**config.mk**
```make
export PLATFORM = sky130hd
export DESIGN_NAME = axilite_cmd_master
export DESIGN_NICKNAME = d
export VERILOG_FILES = /design/src/rtl/axilite_cmd_master.sv
export SDC_FILE = /design/constraint.sdc
export NUM_CORES = 1
export LEC_CHECK = 0
export CAP_MARGIN = 5
export CORE_ASPECT_RATIO = 0.7
export CORE_MARGIN = 2
export CORE_UTILIZATION = 40
export DETAILED_ROUTE_END_ITERATION = 8
export PLACE_DENSITY = 0.82
export SLEW_MARGIN = 20
export SYNTH_ARGS = -nofsm -noshare
export SYNTH_HDL_FRONTEND = slang
export SYNTH_SLANG_ARGS = --single-unit
```
**constraint.sdc**
```tcl
create_clock -name clk -period 2.3 [get_ports clk]
set_input_delay 0.345 -clock clk [delete_from_list [all_inputs] [get_ports clk]]
set_output_delay 0.345 -clock clk [all_outputs]
set_load 0.005 [all_outputs]
```
**src/rtl/axilite_cmd_master.sv**
```systemverilog
// axilite_cmd_master
//
// Single-outstanding AXI4-Lite initiator. A simple command stream (cmd_*) is
// turned into one AXI4-Lite read or write transaction at a time. Each result is
// returned on a response stream (rsp_*). A saturating error counter tracks
// non-OKAY responses.
//
// Ports:
//   clk, rst_n                 clock, asynchronous active-low reset
//   cmd_valid/ready            command handshake
//   cmd_write                  1 = write, 0 = read
//   cmd_addr                   byte address, passed through unmodified
//   cmd_wdata, cmd_wstrb       write payload (ignored for reads)
//   rsp_valid/ready            response handshake
//   rsp_write                  echo of cmd_write
//   rsp_rdata                  read data (0 for writes)
//   rsp_resp                   BRESP/RRESP as returned
//   err_cnt                    saturating count of responses with resp != 0
//   m_axilite_*                AXI4-Lite master channels (AW, W, B, AR, R)
//
// Every output is decoded from registered state, so no input-to-output
// combinational path exists.
module axilite_cmd_master #(
    parameter int unsigned ADDR_WIDTH = 16
) (
    input  logic                  clk,
    input  logic                  rst_n,

    input  logic                  cmd_valid,
    output logic                  cmd_ready,
    input  logic                  cmd_write,
    input  logic [ADDR_WIDTH-1:0] cmd_addr,
    input  logic [31:0]           cmd_wdata,
    input  logic [3:0]            cmd_wstrb,

    output logic                  rsp_valid,
    input  logic                  rsp_ready,
    output logic                  rsp_write,
    output logic [31:0]           rsp_rdata,
    output logic [1:0]            rsp_resp,

    output logic [7:0]            err_cnt,

    output logic                  m_axilite_awvalid,
    input  logic                  m_axilite_awready,
    output logic [ADDR_WIDTH-1:0] m_axilite_awaddr,
    output logic [2:0]            m_axilite_awprot,

    output logic                  m_axilite_wvalid,
    input  logic                  m_axilite_wready,
    output logic [31:0]           m_axilite_wdata,
    output logic [3:0]            m_axilite_wstrb,

    input  logic                  m_axilite_bvalid,
    output logic                  m_axilite_bready,
    input  logic [1:0]            m_axilite_bresp,

    output logic                  m_axilite_arvalid,
    input  logic                  m_axilite_arready,
    output logic [ADDR_WIDTH-1:0] m_axilite_araddr,
    output logic [2:0]            m_axilite_arprot,

    input  logic                  m_axilite_rvalid,
    output logic                  m_axilite_rready,
    input  logic [31:0]           m_axilite_rdata,
    input  logic [1:0]            m_axilite_rresp
);

    typedef enum logic [2:0] {
        StIdle,
        StWr,
        StWrB,
        StRdAr,
        StRdR,
        StRsp
    } state_e;

    state_e                state_q, state_d;
    logic                  aw_pend_q, aw_pend_d;
    logic                  w_pend_q, w_pend_d;
    logic [ADDR_WIDTH-1:0] addr_q, addr_d;
    logic [31:0]           wdata_q, wdata_d;
    logic [3:0]            wstrb_q, wstrb_d;
    logic                  rsp_write_q, rsp_write_d;
    logic [31:0]           rsp_rdata_q, rsp_rdata_d;
    logic [1:0]            rsp_resp_q, rsp_resp_d;
    logic [7:0]            err_cnt_q, err_cnt_d;
    logic                  err_inc;

    always_comb begin
        state_d     = state_q;
        aw_pend_d   = aw_pend_q;
        w_pend_d    = w_pend_q;
        addr_d      = addr_q;
        wdata_d     = wdata_q;
        wstrb_d     = wstrb_q;
        rsp_write_d = rsp_write_q;
        rsp_rdata_d = rsp_rdata_q;
        rsp_resp_d  = rsp_resp_q;
        err_cnt_d   = err_cnt_q;
        err_inc     = 1'b0;

        unique case (state_q)
            StIdle: begin
                if (cmd_valid) begin
                    addr_d  = cmd_addr;
                    wdata_d = cmd_wdata;
                    wstrb_d = cmd_wstrb;
                    if (cmd_write) begin
                        aw_pend_d = 1'b1;
                        w_pend_d  = 1'b1;
                        state_d   = StWr;
                    end else begin
                        state_d = StRdAr;
                    end
                end
            end

            StWr: begin
                // AW and W retire independently; the responder may take them in
                // either order or together.
                if (aw_pend_q && m_axilite_awready) begin
                    aw_pend_d = 1'b0;
                end
                if (w_pend_q && m_axilite_wready) begin
                    w_pend_d = 1'b0;
                end
                if (!aw_pend_d && !w_pend_d) begin
                    state_d = StWrB;
                end
            end

            StWrB: begin
                if (m_axilite_bvalid) begin
                    rsp_write_d = 1'b1;
                    rsp_rdata_d = '0;
                    rsp_resp_d  = m_axilite_bresp;
                    err_inc     = (m_axilite_bresp != 2'b00);
                    state_d     = StRsp;
                end
            end

            StRdAr: begin
                if (m_axilite_arready) begin
                    state_d = StRdR;
                end
            end

            StRdR: begin
                if (m_axilite_rvalid) begin
                    rsp_write_d = 1'b0;
                    rsp_rdata_d = m_axilite_rdata;
                    rsp_resp_d  = m_axilite_rresp;
                    err_inc     = (m_axilite_rresp != 2'b00);
                    state_d     = StRsp;
                end
            end

            StRsp: begin
                if (rsp_ready) begin
                    state_d = StIdle;
                end
            end

            default: begin
                state_d = StIdle;
            end
        endcase

        // Saturate rather than wrap so a long error burst stays visible.
        if (err_inc && (err_cnt_q != 8'hFF)) begin
            err_cnt_d = err_cnt_q + 8'd1;
        end
    end

    always_ff @(posedge clk or negedge rst_n) begin
        if (!rst_n) begin
            state_q     <= StIdle;
            aw_pend_q   <= 1'b0;
            w_pend_q    <= 1'b0;
            addr_q      <= '0;
            wdata_q     <= '0;
            wstrb_q     <= '0;
            rsp_write_q <= 1'b0;
            rsp_rdata_q <= '0;
            rsp_resp_q  <= '0;
            err_cnt_q   <= '0;
        end else begin
            state_q     <= state_d;
            aw_pend_q   <= aw_pend_d;
            w_pend_q    <= w_pend_d;
            addr_q      <= addr_d;
            wdata_q     <= wdata_d;
            wstrb_q     <= wstrb_d;
            rsp_write_q <= rsp_write_d;
            rsp_rdata_q <= rsp_rdata_d;
            rsp_resp_q  <= rsp_resp_d;
            err_cnt_q   <= err_cnt_d;
        end
    end

    assign cmd_ready         = (state_q == StIdle);

    assign m_axilite_awvalid = (state_q == StWr) && aw_pend_q;
    assign m_axilite_awaddr  = addr_q;
    assign m_axilite_awprot  = 3'b000;

    assign m_axilite_wvalid  = (state_q == StWr) && w_pend_q;
    assign m_axilite_wdata   = wdata_q;
    assign m_axilite_wstrb   = wstrb_q;

    assign m_axilite_bready  = (state_q == StWrB);

    assign m_axilite_arvalid = (state_q == StRdAr);
    assign m_axilite_araddr  = addr_q;
    assign m_axilite_arprot  = 3'b000;

    assign m_axilite_rready  = (state_q == StRdR);

    assign rsp_valid         = (state_q == StRsp);
    assign rsp_write         = rsp_write_q;
    assign rsp_rdata         = rsp_rdata_q;
    assign rsp_resp          = rsp_resp_q;
    assign err_cnt           = err_cnt_q;

endmodule

```
### Gate-type map, run 1

Drawn at 2 px/micron.
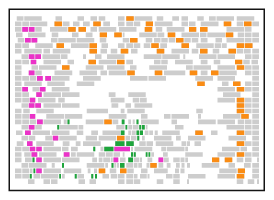
Key: NAND gates = green [cells 30, most used nand2_1, where bottom centre]; multiplexers = orange [cells 57, most used mux2_2]; AND-OR and OR-AND gates = magenta [cells 31, most used a22o_1, where a column on the left]

### Routed metal, one colour a layer, run 1

Drawn at 2 px/micron.
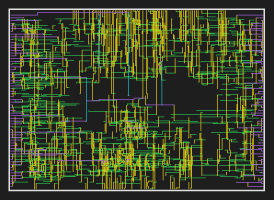
Key: metal 3 = purple [wire length 870 microns]; metal 2 = yellow [wire length 4950 microns]; metal 1 = green [wire length 4500 microns]; metal 4 = cyan [wire length 111 microns]

### Clock wires, drivers and flops, run 1

Drawn at 4 px/micron.
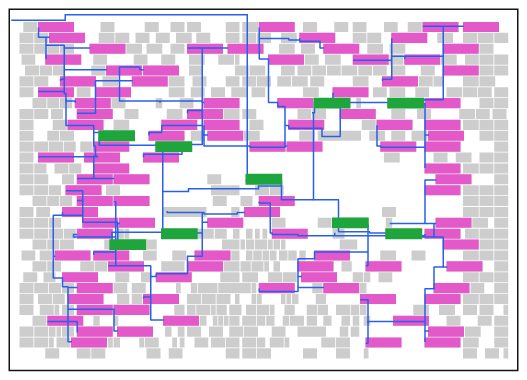
Key: flip-flops = magenta [count 100]; clock drivers = green [count 9]; clock wires = blue [length 1160 microns]
There are 10 routed clock nets.

[run 1: routing by layer]
metal	global-route usage, %	part of all wire [%]
met1	23.75	43
met3	6.131	8.3
met4	4.487	1.1
met5	0	0
met2	31.58	47
[run 1: through the flow]
step	utilization, %	power (mW)	instances	setup slack (ns)	cell area, sq um
floorplan	-	4.856	319	0.6563	4238
global placement	61.71	6.988	637	0.3140	6367
detailed placement	61.71	7.113	637	0.2558	6367
global route	64.71	9.164	651	0.1035	6676
CTS	64.66	8.721	651	0.09709	6671
finish	64.71	8.602	651	0.2146	6676
[run 1: worst max path at each step]
stage | start | end | cells past startpoint
after floorplan | state_q[1]$_DFFE_PN0P_ | m_axilite_araddr[0]$_DFFE_PN0P_ | 6
after global placement | m_axilite_bvalid | err_cnt[1]$_DFFE_PN0P_ | 5
after detailed placement | m_axilite_bvalid | err_cnt[1]$_DFFE_PN0P_ | 5
after CTS | state_q[1]$_DFFE_PN0P_ | m_axilite_awvalid | 3
after global routing | state_q[2]$_DFFE_PN0P_ | m_axilite_rready | 4
final | state_q[2]$_DFFE_PN0P_ | m_axilite_arvalid | 4
[run 1: cell type report]
class	instances	area (sq um)	area share, %
sequential	100	2502	37.48
timing repair buffer	225	2250	33.70
multi-input combinational	178	1448	21.68
clock buffer	9	225.2	3.373
tap	132	165.2	2.474
clock inverter	5	78.83	1.181
inverter	2	7.507	0.1124
[run 1: critical path, delay by kind of cell (launching register included)]
family                 cells  cell delay (ns)
buffers and inverters      3             0.83
flip-flops                 1             0.40
AND/OR/NAND/NOR            1             0.18
[run 1: cells by family (layout without fill, tap and decap cells)]
kind of cell	Yosys count	count (layout)	synth area share (%)
fa+ha+maj	1	1	0.2965
buf+inv	41	241	6.969
xor+xnor	4	4	0.8303
simple gates	54	54	7.236
mux	57	57	15.12
compound gates	56	56	10.14
other cells	1	6	0.08888
flops	100	100	59.31
[run 1: Yosys cell counts, types with 2 or more instances]
library cell	number	area share [%]
inv_1	2	0.18
nor2b_1	4	0.59
nor4_1	2	0.30
nand3b_1	2	0.36
buf_6	6	1.6
clkbuf_1	5	0.44
nand2b_4	2	0.65
mux2i_1	3	0.71
xor2_1	4	0.83
and2_1	4	0.59
mux2_2	53	14
a22o_1	28	5.8
nand2_1	20	1.8
buf_4	24	4.3
a21oi_1	6	0.71
buf_2	4	0.47
nand3_1	4	0.47
nor3_1	3	0.36
nor2_1	6	0.53
o21ai_0	10	1.2
dfrtp_1	100	59
a31oi_1	4	0.59
[run 1: state kept, by name, indices dropped and copies added, names as in the netlist]
register and flops:
rsp_resp 2, w_pend_q 1, err_cnt 8, rsp_rdata 32, aw_pend_q 1, state_q 3, m_axilite_wdata 32, m_axilite_wstrb 4
rsp_write 1, m_axilite_araddr 16
[run 1: what timing repair did]
item | CTS | global route
endpoints found under the setup margin | 0 | 2
gates resized | 0 | 1
hold endpoints to repair | 0 | 0
[run 1: power breakdown]
part | total [mW] | internal (mW) | switching, mW
Clock | 1.55 | 0.939 | 0.610
Combinational | 3.96 | 2.64 | 1.32
Sequential | 3.10 | 2.58 | 0.519
Total | 8.60 | 6.16 | 2.44
==> reports/metrics.csv, run 1 <==
metric,value,unit
Critical Path Sink Type,output port,
residual DRC count,0,
"Registers, synthesis",100,
"Avg Cell Area, Syn",13.44,sq um
max-capacitance violation count,0,
Detailed Route WL,10430,microns
Critical Path Max Stage Delay,0.49,ns
most numerous logic cell after layout,clkdlybuf4s50_1,
Init Core Util,40.89,%
status,"finished, final reports clean",
Critical R2R Capture,m_axilite_wdata[25]$_DFFE_PN0P_,
initial antenna violation count,0,
clk buf depth,2,
cell at the slowest stage of the critical path,clkdlybuf4s50_1,
Chip Width,126.8,microns
CTS buffer count,9,
DIE AREA,11400,sq um
synthesis area per yosys,4219,sq um
Latency at later pin,0.33,ns
Fillers,752,
clock skew,0.002854,ns
cycle use final,90.67,%
fmax,479.5,MHz
top_reg_cell synth,dfrtp_1,
wire per inst,16.02,microns
ANT cells,0,
FF-to-FF path depth,5,
reg-to-reg critical path startpoint,state_q[1]$_DFFE_PN0P_,
peak supply drop,589.0,uV
hold buffer count at CTS,0,
Post-layout nets,615,
grt ovf,0,
Slew @ Worst Pin,0.6839,ns
Die Y,89.93,microns
final setup TNS,0,ns
Num Clock Sinks,100,
asr flop ratio synth,100.0,%
H-tree depth,3,
post-DR vias/cell,4.868,
static leakage,2.804,nW
Synth Seq Share,59.31,%
Slew Limit Fails,0,
slew margin rel.,54.41,%
## Run 2: what changed since run 1
- ABC_CLOCK_PERIOD_IN_PS: default -> 2300
### The clock network, run 2

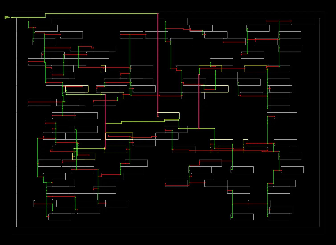
Clock group: 1.55 mW
Num Clock Sinks: 100

==> run 2 against run 1 <==
- power unchanged
- critical path depth unchanged
- die size unchanged
- highest routed layer unchanged
- register-to-register slack about the same
- critical endpoint unchanged
- sequential power about the same
- clock-buffer cell count unchanged
- setup slack unchanged
- synthesized cell count unchanged
- via count unchanged
- first-iteration DRC count unchanged
- final cell count unchanged
- utilization unchanged
==> reports/metrics.csv, run 2 <==
metric,value,unit,change
"Registers, synthesis",100,,unchanged
Seq pwr share,36.0,%,about the same
clock skew,0.002854,ns,unchanged
fin area,6676,sq um,unchanged
Core ar.,10320,sq um,
grt ovf,0,,unchanged
cell at the slowest stage of the critical path,clkdlybuf4s50_1,,
Fillers,752,,unchanged
pre-CTS WS,0.2558,ns,unchanged
clk buf depth,2,,unchanged
Overall Power,8.602,mW,unchanged
Critical Path Max Stage Delay,0.49,ns,about the same
ANT cells,0,,unchanged
area grow syn2layout,58.24,%,
Comb pwr share,46.0,%,about the same
fmax,479.5,MHz,unchanged
fin cells,651,,unchanged
"Avg Cell Area, Syn",13.44,sq um,unchanged
largest net degree at the start of global routing,55,,
synthesis area per yosys,4219,sq um,unchanged
Pint,6.157,mW,unchanged
Synth mux share,15.12,%,unchanged
Slew @ Worst Pin,0.6839,ns,unchanged
Detailed Route WL,10430,microns,unchanged
DIE AREA,11400,sq um,unchanged
fa+ha+maj area frac,0.2966,%,unchanged
residual DRC count,0,,unchanged
top_reg_cell synth,dfrtp_1,,
Init Core Util,40.89,%,unchanged
Comb gate area,1448,sq um,unchanged
Area leader share,59.31,%,unchanged
peak supply drop,589.0,uV,unchanged
AO/OA Area Share,10.14,%,unchanged
max-capacitance violation count,0,,unchanged
switch share,28.42,%,unchanged
sw power,2.445,mW,unchanged
top cell type by instance count after synthesis,dfrtp_1,,
Critical Path Sink Type,output port,,
Synth Seq Share,59.31,%,unchanged
Clk pwr share,18.0,%,about the same
post-DR vias/cell,4.868,,unchanged
wire per inst,16.02,microns,unchanged
static leakage,2.804,nW,unchanged
Slew Limit Fails,0,,unchanged
Chip Width,126.8,microns,unchanged
"EDFF count, synth",0,,
initial antenna violation count,0,,unchanged
dominant cell type by area after synthesis,dfrtp_1,,
cycle use final,90.67,%,unchanged
Gate Count Post-Synth,314,,
Post-layout nets,615,,unchanged
Top logic family,multiplexers,,
xor+xnor area frac,0.8304,%,unchanged
gr usage total,18.79,%,
most numerous logic cell after layout,clkdlybuf4s50_1,,
Die Y,89.93,microns,unchanged
register area,2502,sq um,unchanged
GP Congestion,0.8609,,
hold buffer count at CTS,0,,unchanged
slew margin rel.,54.41,%,unchanged
fin worst setup slack,0.2146,ns,unchanged
H-tree depth,3,,unchanged
asr flop ratio synth,100.0,%,unchanged
Post-Route Utilization,64.71,%,unchanged
Placed Area,6367,sq um,unchanged
"top cells by count, synth","dfrtp_1, mux2_2, a22o_1",,
Latency at later pin,0.33,ns,about the same
status,"finished, final reports clean",,
Post-synth area hogs,"dfrtp_1, mux2_2, a22o_1",,
### Gate-type map, run 2

Drawn at 2 px/micron.
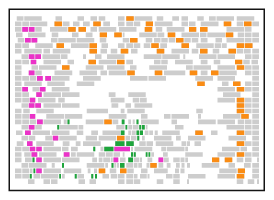
Key: multiplexers = orange [cells 57, most used mux2_2]; AND-OR and OR-AND gates = magenta [cells 31, most used a22o_1, where a column on the left]; NAND gates = green [cells 30, most used nand2_1, where bottom centre]

[run 2: final cells by class]
cell class / instances / area share [%]
sequential: 100 / 37.48
timing repair buffer: 225 / 33.70
multi-input combinational: 178 / 21.68
clock buffer: 9 / 3.373
tap: 132 / 2.474
clock inverter: 5 / 1.181
inverter: 2 / 0.1124
[run 2: cells by family after synthesis]
group,after synthesis
flops,100
mux,57
compound gates,56
other cells,1
buf+inv,41
simple gates,54
fa+ha+maj,1
xor+xnor,4
[run 2: critical path, delay by kind of cell, from the launching register on]
kind          cells  cell delay, ns
buf+inv           3            0.83
flops             1            0.40
simple gates      1            0.18
[run 2: path summary, 6_finish.rpt]
check	from	to	depth (start not counted)
worst max-delay path	state_q[2]$_DFFE_PN0P_	m_axilite_arvalid	4
worst min-delay path	rst_n	m_axilite_wstrb[0]$_DFFE_PN0P_	1
worst max register to register	state_q[1]$_DFFE_PN0P_	m_axilite_wdata[25]$_DFFE_PN0P_	5
worst min register to register	rsp_resp[0]$_DFFE_PN0P_	rsp_resp[0]$_DFFE_PN0P_	2
max in group asynchronous	rst_n	m_axilite_wdata[9]$_DFFE_PN0P_	2
min in group clk	rsp_resp[0]$_DFFE_PN0P_	rsp_resp[0]$_DFFE_PN0P_	2
[run 2: power by group through the flow]
stage	logic, mW	registers [mW]	clock network, mW
after floorplan	1.74	3.12	0
after CTS	4.01	3.10	1.61
after global placement	3.91	3.07	0
after detailed placement	4.01	3.10	0
final	3.96	3.10	1.55
after global routing	4.27	3.23	1.67
[run 2: per-layer routing]
metal / up-vias / global-route usage [%] / part of all wire, %
met5: - / 0 / 0
met4: 0 / 4.487 / 1.1
met3: 9 / 6.131 / 8.3
met2: 159 / 31.58 / 47
met1: 1513 / 23.75 / 43
li1: 1488 / - / -
Power and IR drop assume default switching activity.
